--- config.mk ---
export PLATFORM = sky130hd
export DESIGN_NAME = mem_access_stage
export DESIGN_NICKNAME = d
export VERILOG_FILES = /design/src/rtl/mips_pipe_pkg.sv /design/src/rtl/mem_timeout_ctr.sv /design/src/rtl/mem_access_stage.sv
export SDC_FILE = /design/constraint.sdc
export NUM_CORES = 1
export LEC_CHECK = 0
export CORE_ASPECT_RATIO = 0.75
export CORE_MARGIN = 2
export CORE_UTILIZATION = 40
export CTS_CLUSTER_DIAMETER = 40
export DETAILED_ROUTE_END_ITERATION = 16
export PLACE_DENSITY_LB_ADDON = 0.3
export SLEW_MARGIN = 25
export SYNTH_ARGS = -nofsm -noshare
export SYNTH_HDL_FRONTEND = slang
export SYNTH_HIERARCHICAL = 1
export SYNTH_SLANG_ARGS = --single-unit
--- constraint.sdc ---
create_clock -name clk -period 3.65 [get_ports clk]
set_input_delay 1.095 -clock clk [delete_from_list [all_inputs] [get_ports clk]]
set_output_delay 1.095 -clock clk [all_outputs]
set_load 0.02 [all_outputs]
--- src/rtl/mips_pipe_pkg.sv ---
// mips_pipe_pkg: shared widths, MEM-stage FSM states and the MEM/WB bundle.
package mips_pipe_pkg;
  localparam int DATA_W = 32;
  localparam int RD_W = 5;
  typedef enum logic {MEM_IDLE, MEM_WAIT} mem_state_e;
  typedef struct packed {
    logic [DATA_W-1:0] aluresult;
    logic [DATA_W-1:0] memdata;
    logic [RD_W-1:0]   rd;
    logic              memtoreg;
    logic              regwrite;
  } mem_wb_t;
endpackage

--- src/rtl/mem_timeout_ctr.sv ---
// mem_timeout_ctr: clear/enable counter flagging when it sits at its terminal count.
module mem_timeout_ctr #(
  parameter int CNT_W = 5,
  parameter int TC = 15
) (
  input  logic clk,
  input  logic rst_n,
  input  logic clr,
  input  logic en,
  output logic tc
);
  logic [CNT_W-1:0] cnt_q, cnt_d;
  always_comb begin
    cnt_d = clr ? '0 : en ? cnt_q + CNT_W'(1) : cnt_q;
    tc = cnt_q == CNT_W'(TC);
  end
  always_ff @(posedge clk or negedge rst_n) begin
    if (!rst_n) cnt_q <= '0;
    else cnt_q <= cnt_d;
  end
endmodule

--- src/rtl/mem_access_stage.sv ---
// mem_access_stage: MEM pipeline stage with variable-latency data-memory handshake,
// upstream stall, access watchdog, misalignment detection and the MEM/WB register.
module mem_access_stage
  import mips_pipe_pkg::*;
#(
  parameter int DATA_W = 32,
  parameter int TIMEOUT_CYCLES = 16,
  parameter int CNT_W = 5
) (
  input  logic              clk,
  input  logic              rst_n,
  input  logic [DATA_W-1:0] mem_aluresult,
  input  logic [RD_W-1:0]   mem_rd,
  input  logic              mem_memread,
  input  logic              mem_memtoreg,
  input  logic              mem_memwrite,
  input  logic              mem_regwrite,
  input  logic [DATA_W-1:0] mem_rtdata,
  output logic              dmem_req,
  output logic              dmem_we,
  output logic [DATA_W-1:0] dmem_addr,
  output logic [DATA_W-1:0] dmem_wdata,
  input  logic              dmem_ready,
  input  logic [DATA_W-1:0] dmem_rdata,
  output logic              stall_out,
  output logic [DATA_W-1:0] wb_aluresult,
  output logic [DATA_W-1:0] wb_memdata,
  output logic [RD_W-1:0]   wb_rd,
  output logic              wb_memtoreg,
  output logic              wb_regwrite,
  output logic              bus_err,
  output logic              misalign_err
);
  mem_state_e state_q, state_d;
  mem_wb_t wb_q, wb_d, wb_new, wb_hold;
  logic bus_err_q, bus_err_d, misalign_err_q, misalign_err_d;
  logic mem_op, aligned, in_wait, ack, timeout_abort, cnt_tc;
  mem_timeout_ctr #(.CNT_W(CNT_W), .TC(TIMEOUT_CYCLES - 1)) u_ctr (
    .clk(clk),
    .rst_n(rst_n),
    .clr(!in_wait),
    .en(in_wait & !dmem_ready),
    .tc(cnt_tc)
  );
  // req and stall are gated by rst_n so a pending access is abandoned the moment reset asserts
  always_comb begin
    mem_op = mem_memread | mem_memwrite;
    aligned = mem_aluresult[1:0] == 2'b00;
    in_wait = state_q == MEM_WAIT;
    dmem_req = rst_n & (in_wait | (mem_op & aligned));
    dmem_we = mem_memwrite;
    dmem_addr = mem_aluresult;
    dmem_wdata = mem_rtdata;
    ack = dmem_req & dmem_ready;
    timeout_abort = in_wait & !dmem_ready & cnt_tc;
    stall_out = rst_n & mem_op & aligned & !ack & !timeout_abort;
    state_d = (dmem_req & !ack & !timeout_abort) ? MEM_WAIT : MEM_IDLE;
    wb_new.aluresult = mem_aluresult;
    wb_new.memdata = (mem_memread & !mem_memwrite) ? dmem_rdata : '0;
    wb_new.rd = mem_rd;
    wb_new.memtoreg = mem_memtoreg;
    wb_new.regwrite = mem_regwrite;
    wb_hold = wb_q;
    wb_hold.memtoreg = 1'b0;
    wb_hold.regwrite = 1'b0;
    wb_d = (ack | !mem_op) ? wb_new : wb_hold;
    bus_err_d = timeout_abort;
    misalign_err_d = mem_op & !aligned;
  end
  always_ff @(posedge clk or negedge rst_n) begin
    if (!rst_n) begin
      state_q <= MEM_IDLE;
      wb_q <= '0;
      bus_err_q <= 1'b0;
      misalign_err_q <= 1'b0;
    end else begin
      state_q <= state_d;
      wb_q <= wb_d;
      bus_err_q <= bus_err_d;
      misalign_err_q <= misalign_err_d;
    end
  end
  always_comb begin
    wb_aluresult = wb_q.aluresult;
    wb_memdata = wb_q.memdata;
    wb_rd = wb_q.rd;
    wb_memtoreg = wb_q.memtoreg;
    wb_regwrite = wb_q.regwrite;
    bus_err = bus_err_q;
    misalign_err = misalign_err_q;
  end
endmodule

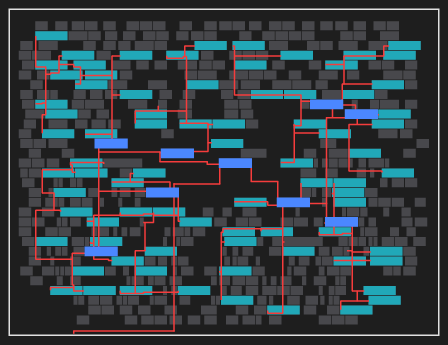
*Clock distribution*
Key: red = clock wires [length 997 um]; blue = cells driving clock nets [count 9]; cyan = flip-flops [count 79]
There are 10 routed clock nets.

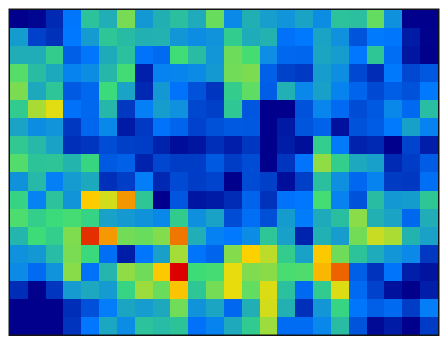
*Wiring heat map*
24 x 18 tiles, from dark blue (low) to red (high), scaled to the fullest tile. Values are wire area over tile area, all layers added.
The densest ninth of the die: bottom middle. The mean over all tiles is 0.15. 5.3% of the tiles are nearly empty. The fullest tile reaches 0.47. The emptiest ninth of the die: middle. 15% of the tiles are over half the peak.

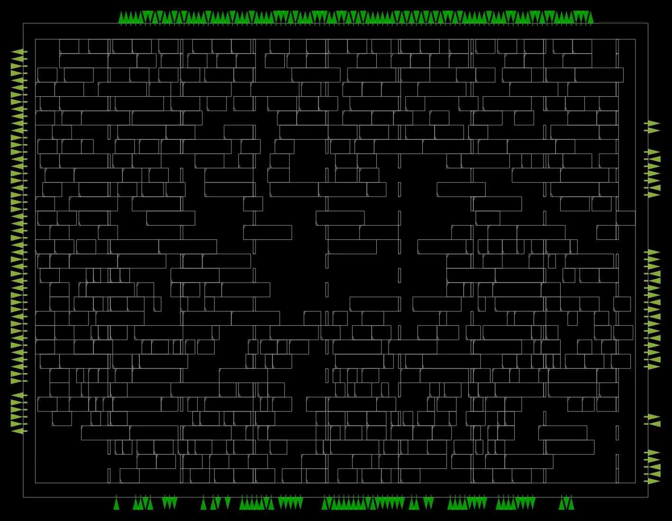
*Placement view*
tap cell count: 132
fraction of area in registers: 0.3437

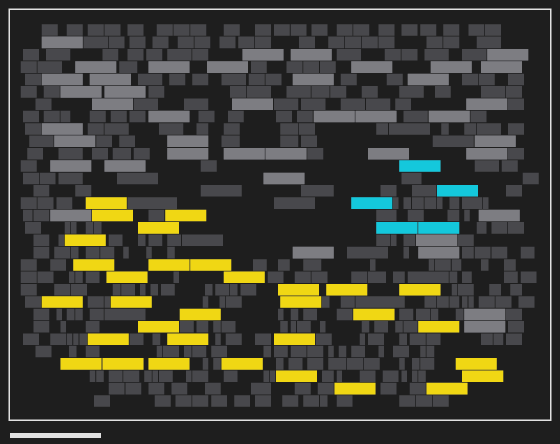
*Where the registers sit*
Scale bar: 20 um. Other sequential cells in the stronger grey, the rest of the logic in the fainter grey.
Key: cyan = `u_ctr/cnt_q` [sequential cells 5, where right middle]; yellow = `wb_memdata` [sequential cells 32]
Another 42 sequential cells are not coloured.

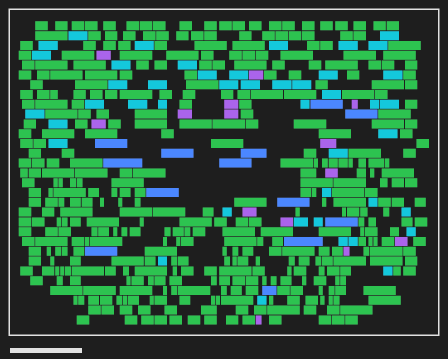
*Cells by drive strength*
Scale bar: 20 um.
Key: green = drive 1 or less [cells 393, share 85%]; blue = drive 6 and up [cells 13, share 2.8%]; purple = drive 2 [cells 14, share 3.0%]; cyan = drive 3 to 4 [cells 44, share 9.5%]

==> power by group through the flow <==
stage	clock (mW)	sequential (mW)	combinational, mW
floorplan	0	1.11	0.271
global placement	0	1.01	0.627
detailed placement	0	1.01	0.636
CTS	0.969	0.998	0.638
global route	1.00	1.01	0.663
finish	0.937	0.998	0.630
==> through the flow <==
stage	util	instances	cell area [um^2]	TNS, ps	hold WS [ps]
3_3_place_gp	0.5644	580	5429	-268.2	489.2
4_1_cts	0.5977	596	5749	0	508.7
5_1_grt	0.5979	596	5752	0	514.2
6_report	0.5979	596	5752	0	507.0
3_5_place_dp	0.5644	580	5429	-366.2	492.2
2_1_floorplan	-	343	3953	0	533.3
==> area by class of cell <==
cell class	instances	area [um^2]	share of cell area
clock buffers	10	229.0	0.03981
flip-flops and latches	79	1977	0.3437
multi-input cells	171	1350	0.2347
repair buffers	196	1938	0.3370
well taps	132	165.2	0.02871
inverters	2	7.507	0.001305
clock inverters	6	85.08	0.01479
==> synth_stat cells (all sizes together) <==
master | count | area [um^2]
a211oi | 1 | 7.510
a21bo | 1 | 10.01
a21oi | 4 | 20.02
and2 | 2 | 12.51
and2b | 1 | 7.510
and3 | 2 | 12.51
buf | 71 | 549.3
clkbuf | 20 | 75.07
dfrtp | 79 | 1977
ha | 2 | 25.02
inv | 2 | 7.510
mux2 | 36 | 514.3
mux2i | 1 | 10.01
nand2 | 33 | 123.9
nand2b | 2 | 12.51
nand3b | 1 | 7.510
nand4 | 1 | 12.51
nor2 | 9 | 33.78
nor2b | 2 | 12.51
nor3 | 1 | 5.000
o211a | 1 | 10.01
o21a | 1 | 7.510
o21ai | 32 | 160.1
o21ba | 1 | 10.01
o221ai | 32 | 280.3
o22a | 1 | 8.760
o32a | 2 | 20.02
or3 | 1 | 11.26
xnor2 | 1 | 8.760
==> summary.txt <==
The layout was made with Yosys and OpenROAD.

The run finished with clean final reports. The sequential area share after synthesis is 0.5002. The worst register-to-register path has a setup slack of 1980 ps. The worst stage delay on the critical path is 440 ps. After detailed routing, no signal wire sits above met4.

The synthesis-to-layout area growth is 45.52%. Row generation in the floorplan step produced 31 rows. Measured along the y axis, the die boundary spans 90.09 um. The number of buffers created by CTS is 9. The number of warnings issued by yosys is 6. Per the synthesis report, the simple-gate share of the synthesized area is 0.06363. Measured against its own limit, the worst slew margin works out to 0.5387. For reference, the mux area share after synthesis is 0.1326. The family with the most delay on the worst path is buffers and inverters.

Per the detail_route report, vias per standard cell equal 4.975. The routed wirelength on the met1 layer is recorded as 4.279 mm. Setup slack on the critical path of the routed design comes to 148.8 ps.

The internal power summed over all cells is 1.895 mW. Summed over all layers, the global routing overflow is 0. The startpoint identified for the worst register-to-register timing path is in_wait. The global routing report lists met2 layer usage as 0.2850.

Power spread over the standard cell area amounts to 446.0 nW/um^2. The via count of the first global-routing pass came to 3031. Note that the worst hold path type here is flop to flop.

The worst-case hold path end point is wb_aluresult[20]. The post-CTS setup repair buffer count is 0. The routed wire length on met2 is 4.683 mm. The share of final-layout standard cells stronger than drive strength 1 is 0.1530. Yosys stat counts 343 cells in the synthesized netlist. The root buffer cell chosen for the clock tree is clkbuf_16. Looking at the max-slew report, the worst-margin pin has a slew of 691.9 ps.

The count of inserted antenna diode cells is 0. The met1 global-route usage is 0.2400. After floorplanning, the die was sized to cover 10700 um^2. Hold-check failures listed in the final report amount to 0. Per STA, the worst path is made up of clkdlybuf4s50_1, nor2_1, nor3_2, and3_1, dlygate4sd2_1. The total routed wirelength is 9.743 mm. The last timing report of the flow puts the setup violation total at 0. The area fraction in full adders, half adders and majority gates is 0.006331.

The clock-pin slew of the registers on the worst-case setup and hold paths is 60 ps. The count of unresolved DRC violations after routing is 0. The H-tree was split into 3 levels. The worst ir drop on vdd is 0.0002397 V. The post-CTS hold buffer count recorded in the log is 0.

The wire length on met3 is 652 um. Timing would allow up to 0.2856 GHz. The later pin in the worst-skew pair is clocked with a latency of 330 ps. The horizontal die dimension is 118.8 um. The synthesized netlist cell count is 343.

Counting flops and latches in the post-synthesis netlist gives 79. For reference, the final report shows the max-slew violation count at 0. Hold analysis shows the worst path with a depth of 1. In this run the deepest clock path goes through 2 buffers.

The clock sink count is 79. The report shows a maximum critical-path fanout of 3. Per STA, the endpoint of the critical path is stall_out. STA classifies the critical path startpoint as a primary input. The relative contribution of sequential cells to total power is 0.389. The number of port buffers is 183. The worst setup path is captured at an output port. The switching portion of total power comes to 0.2615. The routed via count is 2965. Post-CTS repair ended up resizing 4 cells. The net switching power figure is 0.6709 mW. The startpoint of the tightest hold check path is wb_aluresult[20].

In this run the static leakage power is 2.484 nW. In the final run the clock tree shows a worst skew of 5.945 ps. The share of total power dissipated in the clock network is 0.365. The half-perimeter wire length after detailed placement is 6.816 mm.

Per the post-run analysis, buffers plus inverters along the critical path come to 2. For this block, the initial DRC count from the detailed router was 178. The first detailed-routing pass ran for 4 iterations. The run reported a max-capacitance violation count of 0. Per the synthesis report, the AND-OR/OR-AND share of the synthesized area is 0.1352. At the worst endpoint, the arrival time is 2410 ps. The most utilized layer in the global route result is met2.
Power figures rest on the tool's default switching activity, not on a simulated workload.
